`src/rtl/pipe_scoreboard.sv`:
```
// pipe_scoreboard: in-order pipeline hazard scoreboard.
// Tracks destination registers of in-flight instructions from issue to
// writeback and decides, with zero latency, whether the instruction at decode
// may issue and where each of its operands should be sourced from.
// Build option: define PIPE_SCOREBOARD_FWD_EN to enable operand forwarding;
// without it every in-flight producer ahead of writeback stalls its consumer.
// The reset input i_reset is asynchronous and active-low.

module pipe_scoreboard #(
    parameter int DEPTH       = 4,
    parameter int REG_AW      = 5,
    parameter int LOAD_STAGE  = 2,
    parameter int FLUSH_DEPTH = 1
) (
    input  logic              i_clk,
    input  logic              i_reset,
    input  logic              i_issue_valid,
    input  logic [REG_AW-1:0] i_issue_rs,
    input  logic [REG_AW-1:0] i_issue_rt,
    input  logic              i_issue_use_rs,
    input  logic              i_issue_use_rt,
    input  logic [REG_AW-1:0] i_issue_rd,
    input  logic              i_issue_wr,
    input  logic              i_issue_load,
    input  logic              i_flush,
    output logic              o_issue_ready,
    output logic              o_stall,
    output logic [3:0]        o_fwd_sel_rs,
    output logic [3:0]        o_fwd_sel_rt,
    output logic              o_wb_valid,
    output logic [REG_AW-1:0] o_wb_rd,
    output logic [15:0]       o_stall_cnt
);

    // Slot state: index 0 is the youngest, DEPTH-1 is the writeback stage.
    logic [DEPTH-1:0]  r_v;
    logic [DEPTH-1:0]  r_wr;
    logic [DEPTH-1:0]  r_load;
    logic [REG_AW-1:0] r_rd [DEPTH];
    logic [15:0]       r_stall_cnt;

    logic       w_hit_rs, w_hit_rt;
    logic [2:0] w_k_rs, w_k_rt;
    logic       w_ld_rs, w_ld_rt;
    logic       w_near_rs, w_near_rt;
    logic       w_ldhaz_rs, w_ldhaz_rt;
    logic       w_haz_rs, w_haz_rt;
    logic [3:0] w_fwd_rs, w_fwd_rt;
    logic       w_ready, w_stall;

    // Find the youngest matching producer for each source; scanning from the
    // oldest slot down lets the youngest match overwrite any older one.
    always_comb begin
        w_hit_rs = 1'b0;
        w_k_rs   = 3'd0;
        w_ld_rs  = 1'b0;
        w_hit_rt = 1'b0;
        w_k_rt   = 3'd0;
        w_ld_rt  = 1'b0;
        for (int k = DEPTH - 1; k >= 0; k--) begin
            if (i_issue_use_rs && (i_issue_rs != '0) && r_v[k] && r_wr[k] &&
                (r_rd[k] == i_issue_rs)) begin
                w_hit_rs = 1'b1;
                w_k_rs   = 3'(k);
                w_ld_rs  = r_load[k];
            end
            if (i_issue_use_rt && (i_issue_rt != '0) && r_v[k] && r_wr[k] &&
                (r_rd[k] == i_issue_rt)) begin
                w_hit_rt = 1'b1;
                w_k_rt   = 3'(k);
                w_ld_rt  = r_load[k];
            end
        end
    end

    // A producer in the writeback slot writes the register file before it is
    // read, so only matches in earlier slots count as hazards.
    assign w_near_rs  = w_hit_rs && (w_k_rs != 3'(DEPTH - 1));
    assign w_near_rt  = w_hit_rt && (w_k_rt != 3'(DEPTH - 1));
    assign w_ldhaz_rs = w_near_rs && w_ld_rs && (w_k_rs < 3'(LOAD_STAGE));
    assign w_ldhaz_rt = w_near_rt && w_ld_rt && (w_k_rt < 3'(LOAD_STAGE));

`ifdef PIPE_SCOREBOARD_FWD_EN
    // Forwarding: only a load whose data is not yet available stalls.
    assign w_haz_rs = w_ldhaz_rs;
    assign w_haz_rt = w_ldhaz_rt;
    assign w_fwd_rs = (w_near_rs && !w_ldhaz_rs) ? (4'(w_k_rs) + 4'd1) : 4'd0;
    assign w_fwd_rt = (w_near_rt && !w_ldhaz_rt) ? (4'(w_k_rt) + 4'd1) : 4'd0;
`else
    // No forwarding: any pending producer stalls. The load term is already
    // implied by the near term and keeps the load tracking in this build.
    assign w_haz_rs = w_near_rs | w_ldhaz_rs;
    assign w_haz_rt = w_near_rt | w_ldhaz_rt;
    assign w_fwd_rs = 4'd0;
    assign w_fwd_rt = 4'd0;
`endif

    // Issue handshake; held off while reset is asserted so all outputs read 0.
    assign w_ready = i_reset && i_issue_valid && !i_flush && !w_haz_rs && !w_haz_rt;
    assign w_stall = i_reset && i_issue_valid && !w_ready;

    // Advance the slot pipeline each cycle; a flush kills the youngest
    // FLUSH_DEPTH in-flight entries as they move and blocks the new issue.
    always_ff @(posedge i_clk or negedge i_reset) begin
        if (!i_reset) begin
            r_v    <= '0;
            r_wr   <= '0;
            r_load <= '0;
            for (int k = 0; k < DEPTH; k++) begin
                r_rd[k] <= '0;
            end
        end else begin
            r_v[0]    <= w_ready;
            r_wr[0]   <= w_ready && i_issue_wr;
            r_load[0] <= w_ready && i_issue_load;
            r_rd[0]   <= i_issue_rd;
            for (int k = 1; k < DEPTH; k++) begin
                r_v[k]    <= r_v[k-1] && !(i_flush && ((k - 1) < FLUSH_DEPTH));
                r_wr[k]   <= r_wr[k-1];
                r_load[k] <= r_load[k-1];
                r_rd[k]   <= r_rd[k-1];
            end
        end
    end

    // Saturating count of stall cycles.
    always_ff @(posedge i_clk or negedge i_reset) begin
        if (!i_reset) begin
            r_stall_cnt <= 16'd0;
        end else if (w_stall && (r_stall_cnt != 16'hFFFF)) begin
            r_stall_cnt <= r_stall_cnt + 16'd1;
        end
    end

    assign o_issue_ready = w_ready;
    assign o_stall       = w_stall;
    assign o_fwd_sel_rs  = w_fwd_rs;
    assign o_fwd_sel_rt  = w_fwd_rt;
    assign o_wb_valid    = r_v[DEPTH-1] && r_wr[DEPTH-1];
    assign o_wb_rd       = r_rd[DEPTH-1];
    assign o_stall_cnt   = r_stall_cnt;

endmodule

```
`config.mk`:
```
export PLATFORM = sky130hd
export DESIGN_NAME = pipe_scoreboard
export DESIGN_NICKNAME = d
export VERILOG_FILES = /design/src/rtl/pipe_scoreboard.sv
export SDC_FILE = /design/constraint.sdc
export NUM_CORES = 1
export LEC_CHECK = 0
export ABC_AREA = 1
export CAP_MARGIN = 20
export CORE_MARGIN = 10
export CORE_UTILIZATION = 32
export CTS_BUF_LIST = sky130_fd_sc_hd__clkbuf_8
export DETAILED_ROUTE_END_ITERATION = 10
export DONT_BUFFER_PORTS = 1
export SYNTH_ARGS = -nofsm -noshare
export SYNTH_HDL_FRONTEND = slang
export SYNTH_SLANG_ARGS = --single-unit
```
`constraint.sdc`:
```
create_clock -name i_clk -period 4.15 [get_ports i_clk]
set_clock_uncertainty 0.05 [all_clocks]
set_input_delay 0.83 -clock i_clk [delete_from_list [all_inputs] [get_ports i_clk]]
set_output_delay 0.83 -clock i_clk [all_outputs]
set_load 0.01 [all_outputs]
```
### Sequential cells grouped by signal name, run 1

Scale bar: 20 µm. Other sequential cells in the stronger grey, the rest of the logic in the fainter grey.
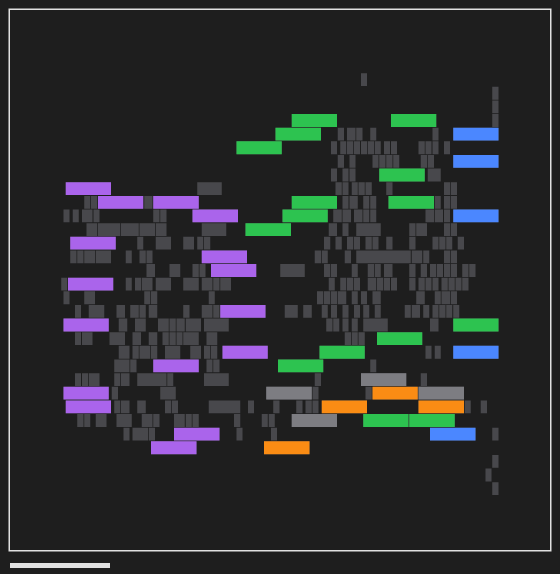
| colour | netlist name | placed flops |
|---|---|---|
| blue | `o_wb_rd` | 5 |
| purple | `o_stall_cnt` | 16 |
| orange | `r_v` | 4 |
| green | `r_rd` | 15 |
not coloured: 4

### Track usage over the die, run 1

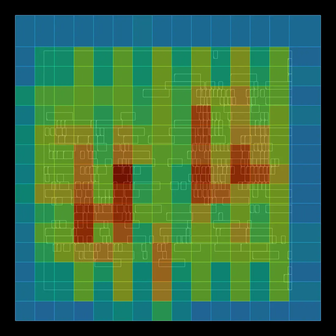
routing usage on met1: 11.9%
met3 usage: 4.37%
global routing's busiest layer: met2
mean routed wirelength per cell: 13.8 µm
GRT Util Overall: 10.5%

### Gate families picked out, run 1

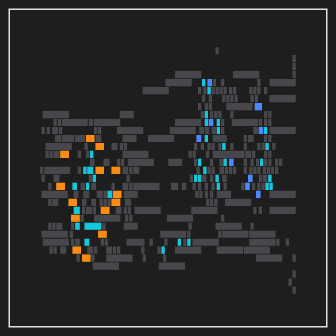
| colour | family | cells |
|---|---|---|
| blue | inverting AOI/OAI gates | 9 |
| orange | XOR/XNOR gates | 14 |
| cyan | NOR gates | 35 |

==> results.cfg, run 1 <==
; yosys + openroad results
[outcome]
status = complete, no violations

[grt]
antenna_found_initial = 0
grt_pass1_vias = 1926
grt_overflow = 0
gr-usage-met2_pct = 17.4
grt_max_degree = 46
grt_pass1_wl_um = 9600

[pwr]
power.density_mw_per_mm2 = 369
vdd_drop_max_mv = 0.174
p_int_w = 0.000705
p_comb_share_pct = 9.7
power_frac_seq_pct = 53.0
p_clk_share_pct = 37.4
leakage_nw = 1.41

[clocking]
cts_root_buffer = clkbuf_8
holdBufCountCts = 0
cts_tree = built
cts_buffer_depth = 2
cts.sinks = 44
clk_pin_slew_worst_paths_ns = 0.08
ctsResizeCount = 0
cts_setup_buffers = 0
clk_latency_ns = 0.30

[floorplanning]
fp_util_pct = 33.4
core_area_mm2 = 0.00737
rows = 31
die_area_mm2 = 0.0116

[yosys]
synth.area.mux_share_pct = 0
top_cells_by_count = nand2_1, inv_1, dfrtp_1
ys.flop_type = dfrtp_1
yosys.area_share.aoi_pct = 1.93
synthCells = 332
avgSynthCellArea_um2 = 7.42
yosysWarnings = 0
syn_area_mm2 = 0.00246
synth-async-reset-ratio_pct = 100
ys_seq_elements = 44
top_area_cell = dfrtp_1
yosys.area_share.adder_pct = 0.508
most_common_cell = nand2_1
ys_chip_area_mm2 = 0.00246
simple_gate_share_pct = 35.0
synthTopCellsByArea = dfrtp_1, nand2_1, inv_1

[critical_path]
path_buffers = 3
critPathMaxStageDelay_ns = 0.24
r2r_slack_ns = 1.79
path_class = in2out
worstPathMaxFanout = 20
critPathTopFamily = simple AND/OR/NAND/NOR gates
crit_path_start_kind = input port
crit_path_end_kind = primary output
critical_path.cell_chain = inv_1 > nand2_1 > a21oi_1 > nand3_1 > nand3_1 > nand2_1 > nand3_1 > buf_4 > nand2_1 > inv_1
cp.arrival_ns = 1.91
reg2reg_depth = 8
r2r-start = o_stall_cnt[0]
rr_endpoint = o_stall_cnt[15]

[route]
dr.pass1.iters = 4
highest_layer = met4
drtIter0Drc = 106
antenna_left = 0
route.met3.wl_um = 597
wirelength_met1_um = 2360
vias = 1943
met2_length_um = 2850

[place]
port_buffers = 0
post-dp-hpwl_um = 4470

[timing]
drv_slew = 0
finalCritPeriodShare_pct = 67.3
min_period_ns = 2.79
tns_ns = 0
grt_setup_unrepaired = false

[run]
warnings = 27

[finish]
instances_no_fill = 428
drive_above_1_share_pct = 4.26
n_antenna_cell = 0
area_growth_pct = 5.84
fin_area_mm2 = 0.00261

[min_path]
hp-class = in2async
-- run 1: final cells by class --
type                       count  area [µm²]
sequential                    44        1100
fill                         800        4760
clock inverter                 1        30.0
timing repair buffer           1        7.51
tap                           99         124
clock buffer                   7        96.3
inverter                      46         173
multi-input combinational    230        1070
-- run 1: how the worst max path moves through the flow --
stage	end	slack (ns)	depth (start not counted)	start
after floorplan	o_stall	1.45	10	i_issue_rt[3]
after global placement	o_stall	1.33	10	i_issue_rt[3]
after detailed placement	o_stall	1.34	10	i_issue_rt[3]
after CTS	o_stall	1.34	10	i_issue_rt[3]
after global routing	o_stall	1.21	10	i_issue_rt[3]
final	o_stall	1.36	10	i_issue_rt[3]
-- run 1: layout by cell type, fill, tap and decap left out, types with 4 or more instances in the layout --
cell      instances
nand2_1         122
nand3_1          17
inv_1            45
nor2_1           28
o21ai_0           7
nor3_1            4
xor2_1           10
xnor2_1           4
clkbuf_8          7
nand4_1          20
dfrtp_1          44
conb_1            8
-- run 1: registers in the layout, summed over array words and instances (netlist names) --
signal       flops
r_rd            15
r_wr             4
r_v              4
o_wb_rd          5
o_stall_cnt     16
-- run 1: power by group through the flow --
stage / logic [W] / clock network [W] / registers [W]
finish: 0.0000928 / 0.000359 / 0.000509
global route: 0.000109 / 0.000390 / 0.000517
CTS: 0.0000931 / 0.000373 / 0.000510
detailed placement: 0.0000932 / 0 / 0.000518
global placement: 0.0000915 / 0 / 0.000516
floorplan: 0.0000902 / 0 / 0.000503
-- run 1: stage by stage --
step / worst slack, ns / hold WS [ns] / utilization, %
after floorplan: 1.45 / 0.304 / -
after global placement: 1.33 / 0.307 / 33.7
after global routing: 1.21 / 0.140 / 35.4
after CTS: 1.34 / 0.152 / 35.4
final: 1.36 / 0.166 / 35.4
after detailed placement: 1.34 / 0.311 / 33.7
==> run 2: changes to the inputs <==
Clock period 4.15 ns to 2.92 ns, I/O delays scaled along.
### Track usage over the die, run 2

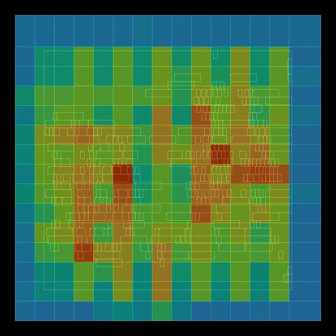
GRT Util Overall: 10.4%
routing usage on met1: 11.7%
GR Util met2: 17.3%
mean routed wirelength per cell: 14.0 µm

### Sequential cells grouped by signal name, run 2

Scale bar: 20 µm. Other sequential cells in the stronger grey, the rest of the logic in the fainter grey.
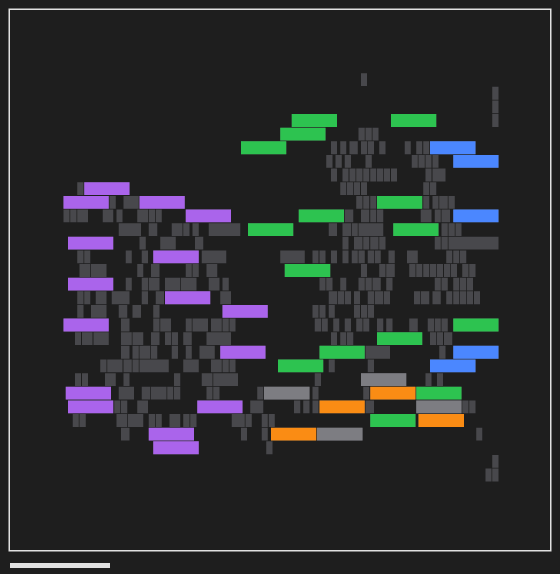
register area: 0.00110 mm²
P_seq: 0.000724 W
fin util: 35.4%

### Gate families picked out, run 2

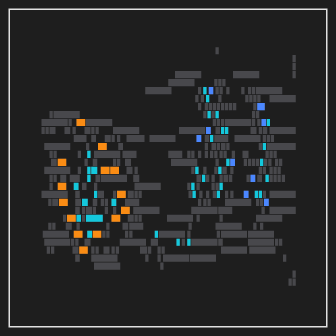
Top cell excl fill/tap: nand2_1
Final Non-Filler Cells: 430
fraction of area in multi-input gates: 41.2%

==> run 2 against run 1 <==
Effect of this change:
- first-iteration DRC count is 15% lower
- cell count up 0.47%
- worst setup slack lost 0.82 ns
- power up 32%
- cell area about the same
- die size stayed put
- via count is 1.3% higher
- critical path type is now reg2reg
- largest cell class unchanged
==> results.cfg, run 2 <==
; yosys + openroad results
[outcome]
status = complete, no violations

[finish]
largest_reg_flops = 16
lay_top_cells = nand2_1, inv_1, dfrtp_1, nor2_1, nand4_1
drive_above_1_share_pct = 4.83
seq_cells = 44
clk_share_pct = 3.55
area_growth_pct = 5.89
fillers = 796
seq_share_pct = 42.2
nonClkBufAreaFrac_pct = 1.63

[grt]
grt_max_degree = 45
grt_pass1_vias = 1976
grt_pass1_wl_um = 9720

[place]
post-dp-hpwl_um = 4530
port_buffers = 0

[yosys]
synthCells = 332
top_area_cell = dfrtp_1
yosysWarnings = 0
avgSynthCellArea_um2 = 7.42
syn_area_mm2 = 0.00246
synthTopCellsByArea = dfrtp_1, nand2_1, inv_1
most_common_cell = nand2_1
ys_chip_area_mm2 = 0.00246

[run]
warnings = 27

[critical_path]
r2r_slack_ns = 0.53
crit_path_start_kind = flop
reg2reg_depth = 8
crit_cells = 8
crit_path_end_kind = flop

[route]
route.met3.wl_um = 650
antenna_left = 0
drtIter0Drc = 90
dr.pass1.iters = 4
wirelength_met1_um = 2430
vias = 1968

[timing]
grt_setup_unrepaired = false
min_period_ns = 2.39
finalCritPeriodShare_pct = 81.7

[clocking]
clk_latency_ns = 0.29
cts_root_buffer = clkbuf_8
cts.sinks = 44
cts_tree = built
clk_pin_slew_worst_paths_ns = 0.08

[pwr]
vdd_drop_max_mv = 0.262

[floorplanning]
fp_util_pct = 33.4
die_area_mm2 = 0.0116
rows = 31

[min_path]
hp-class = in2async
==> run 2: cell counts after synthesis <==
Identical to the previous run, type by type.
==> run 2: per-layer routing <==
layer / GRT usage [%] / vias to the layer above
met5: 0 / -
met4: 3.05 / 0
met3: 4.79 / 7
met2: 17.3 / 61
met1: 11.7 / 900
li1: - / 1000
==> run 2: cells by family after synthesis <==
family,Yosys count,share of synthesized area [%]
other,1,0.152
AND-OR/OR-AND,9,1.93
adder cells (fa/ha/maj),1,0.508
flip-flops,44,44.7
buffers and inverters,65,12.7
AND/OR/NAND/NOR,198,35.0
XOR/XNOR,14,4.98
==> run 2: report_power, final <==
part,switching [W],internal [W]
logic,0.0000941,0.0000564
clock network,0.000205,0.000189
registers,0.0000753,0.000649
==> run 2: repair_timing <==
item / 4_1_cts / 5_1_grt
resized: 0 / 0
hold buffers: 1 / 0
endpoints found under the setup margin: 0 / 0
setup buffers: 0 / 0
endpoints found under the hold margin: 44 / 0
==> run 2: worst paths after layout <==
check	to	from
hold / removal	o_wb_rd[0]	i_reset
setup / recovery	o_stall_cnt[11]	o_stall_cnt[0]
max in group asynchronous	r_rd[16]	i_reset
hold reg to reg	r_v[2]	r_v[1]
setup reg to reg	o_stall_cnt[11]	o_stall_cnt[0]
min in group i_clk	r_rd[18]	i_issue_rd[3]
==> run 2: metrics by stage <==
stage | setup WS (ns) | total power [W] | util, % | hold slack, ns
after global routing | 0.313 | 0.00135 | 35.4 | 0.0704
final | 0.535 | 0.00127 | 35.4 | 0.0718
after global placement | 0.582 | 0.000865 | 33.8 | 0.240
after CTS | 0.544 | 0.00129 | 35.4 | 0.0787
after detailed placement | 0.569 | 0.000871 | 33.8 | 0.240
after floorplan | 0.712 | 0.000843 | - | 0.238
==> run 3: changes to the inputs <==
Clock period 2.92 ns to 2.1 ns, I/O delays scaled along.
### Gate families picked out, run 3

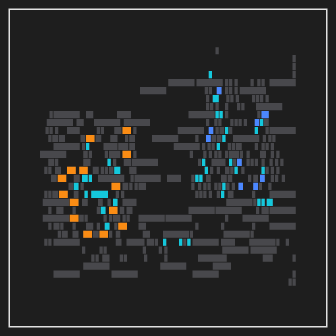
| colour | family | cells |
|---|---|---|
| blue | inverting AOI/OAI gates | 9 |
| cyan | NOR gates | 35 |
| orange | XOR/XNOR gates | 14 |

### Track usage over the die, run 3

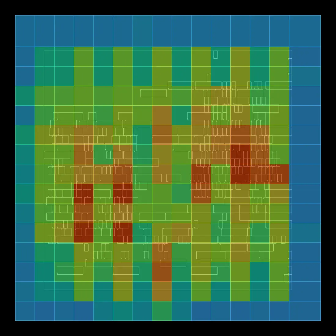
GRT Util Overall: 10.7%
routing usage on met1: 12.1%
fin util: 37.4%

==> run 3 against run 2 <==
Effect of this change:
- power grew 45%
- sequential power increased by about 30%
- first-iteration DRC count decreased by 30%
- critical path type is now reg2out
- via count up 4.8%
- synthesized cell count stayed put
- largest power group unchanged
==> results.cfg, run 3 <==
; yosys + openroad results
[yosys]
synthCells = 332
ys_seq_elements = 44
syn_area_mm2 = 0.00246
top_cells_by_count = nand2_1, inv_1, dfrtp_1
top_area_cell = dfrtp_1
avgSynthCellArea_um2 = 7.42
ys.flop_type = dfrtp_1
ys_chip_area_mm2 = 0.00246
synthTopCellsByArea = dfrtp_1, nand2_1, inv_1
synth-async-reset-ratio_pct = 100
yosysWarnings = 0
most_common_cell = nand2_1

[grt]
grt_pass1_wl_um = 9830
grt_max_degree = 45
grt_overflow = 0
antenna_found_initial = 0
grt_pass1_vias = 2035

[pwr]
p_clk_w = 0.000562
p_clk_share_pct = 30.6
power.density_mw_per_mm2 = 665
power-top-group = sequential cells
leakage_nw = 1.50
pg_comb_w = 0.000328
p_comb_share_pct = 17.9
vdd_drop_max_mv = 0.366
power_frac_seq_pct = 51.5
p_int_w = 0.00129
switchingPower_w = 0.000545
total_power_w = 0.00183
p_sw_share_pct = 29.7
powerSeq_w = 0.000944

[route]
vias_per_cell = 4.63
wl_per_cell_um = 14.1
drtIter0Drc = 63
dr.pass1.iters = 6
vias = 2062
antenna_left = 0

[critical_path]
worstPathMaxFanout = 4
rr_endpoint = o_stall_cnt[1]
cp-endpoint = o_stall
cp.arrival_ns = 1.51
path_class = reg2out
r2r_slack_ns = 0.22
crit_path_start_kind = flop
startpoint = r_rd[9]
reg2reg_depth = 8
r2r-start = o_stall_cnt[0]
crit_path_end_kind = primary output

[finish]
area_growth_pct = 11.9
drive_above_1_share_pct = 11.6
lay_top_cells = nand2_1, dfrtp_1, inv_1, nor2_1, nand4_1
largest_reg_flops = 16
n_antenna_cell = 0
layout_top_cell = nand2_1
fillers = 799

[timing]
min_period_ns = 1.98
drv_slew = 0
finalCritPeriodShare_pct = 94.4
whs_ns = 0.0861
tns_ns = 0
grt_setup_unrepaired = true

[clocking]
ctsResizeCount = 1
cts_buffer_depth = 2
clk_pin_slew_worst_paths_ns = 0.09
cts_root_buffer = clkbuf_8
cts_tree = built
cts.sinks = 44
holdBufCountCts = 2
clk_latency_ns = 0.30
cts_setup_buffers = 0
cts_max_level = 2

[floorplanning]
die_area_mm2 = 0.0116
fp_util_pct = 33.4
rows = 31
core_area_mm2 = 0.00737

[place]
post-dp-hpwl_um = 4640
gp_congestion = 0.870
port_buffers = 0

[min_path]
min_from = i_issue_rd[3]
hp-class = in2reg
hold_end = r_rd[18]

[run]
warnings = 28

[outcome]
status = complete, no violations
### Nets reached from selected ports, run 3

Scale bar: 20 µm.
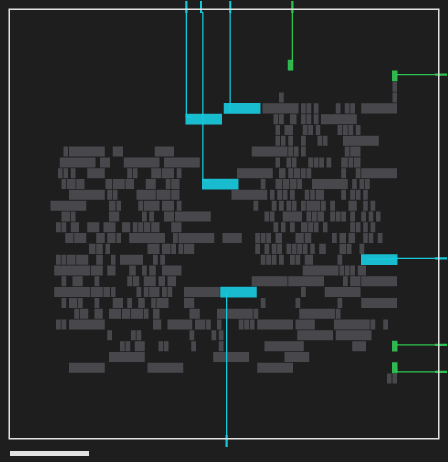
| colour | port | bits | direction | edge | end cells | wire |
|---|---|---|---|---|---|---|
| cyan | `i_issue_rd` | 5 | input | 3 north, 1 east, 1 south | 5 | 152 µm |
| green | `o_fwd_sel_rt` | 4 | output | 3 east, 1 north | 4 | 43.6 µm |

run 3: cell counts after synthesis:
No cell type changed its count.
run 3: worst max-delay path, cell delays in order, from the launching register on:
cell and delay, ns:
dfrtp_1 0.38, inv_1 0.10, o21ai_0 0.11, nor2_2 0.12, nand3_1 0.12, nand3_2 0.09, nand2_2 0.07, nand3_4 0.09
nand2_1 0.06, inv_2 0.08
run 3: layout make-up:
class	count	area [µm²]	share of cell area, %
Clock inverter	2	10.0	0.363
Timing Repair Buffer	18	158	5.72
Clock buffer	6	82.6	3.00
Sequential cell	44	1100	40.0
Inverter	46	173	6.27
Tap cell	99	124	4.50
Multi-Input combinational cell	230	1110	40.2
run 3: stage by stage:
stage	setup slack [ns]	cell area (µm²)	instances
5_1_grt	-0.0313	2760	445
6_report	0.117	2760	445
3_3_place_gp	0.148	2580	433
3_5_place_dp	0.135	2580	433
4_1_cts	0.0175	2710	443
2_1_floorplan	0.193	2490	339
run 3: cells by family (layout without fill, tap and decap cells):
logic type / Yosys count / in the layout / share of synthesized area (%)
XOR/XNOR: 14 / 14 / 4.98
AND/OR/NAND/NOR: 198 / 198 / 35.0
adder cells (fa/ha/maj): 1 / 1 / 0.508
buffers and inverters: 65 / 72 / 12.7
AND-OR/OR-AND: 9 / 9 / 1.93
other: 1 / 8 / 0.152
flip-flops: 44 / 44 / 44.7
run 3: per-layer routing:
metal  GRT usage (%)  vias to the layer above  routed length, µm  share of wire (%)
met4            2.86                        0                 63                1.0
met5               0                        -                  0                  0
met1            12.1                      942               2460                 39
met2            18.0                       73               3010                 48
met3            4.73                        7                741                 12
li1                -                     1040                  -                  -
Power and IR drop assume default switching activity.
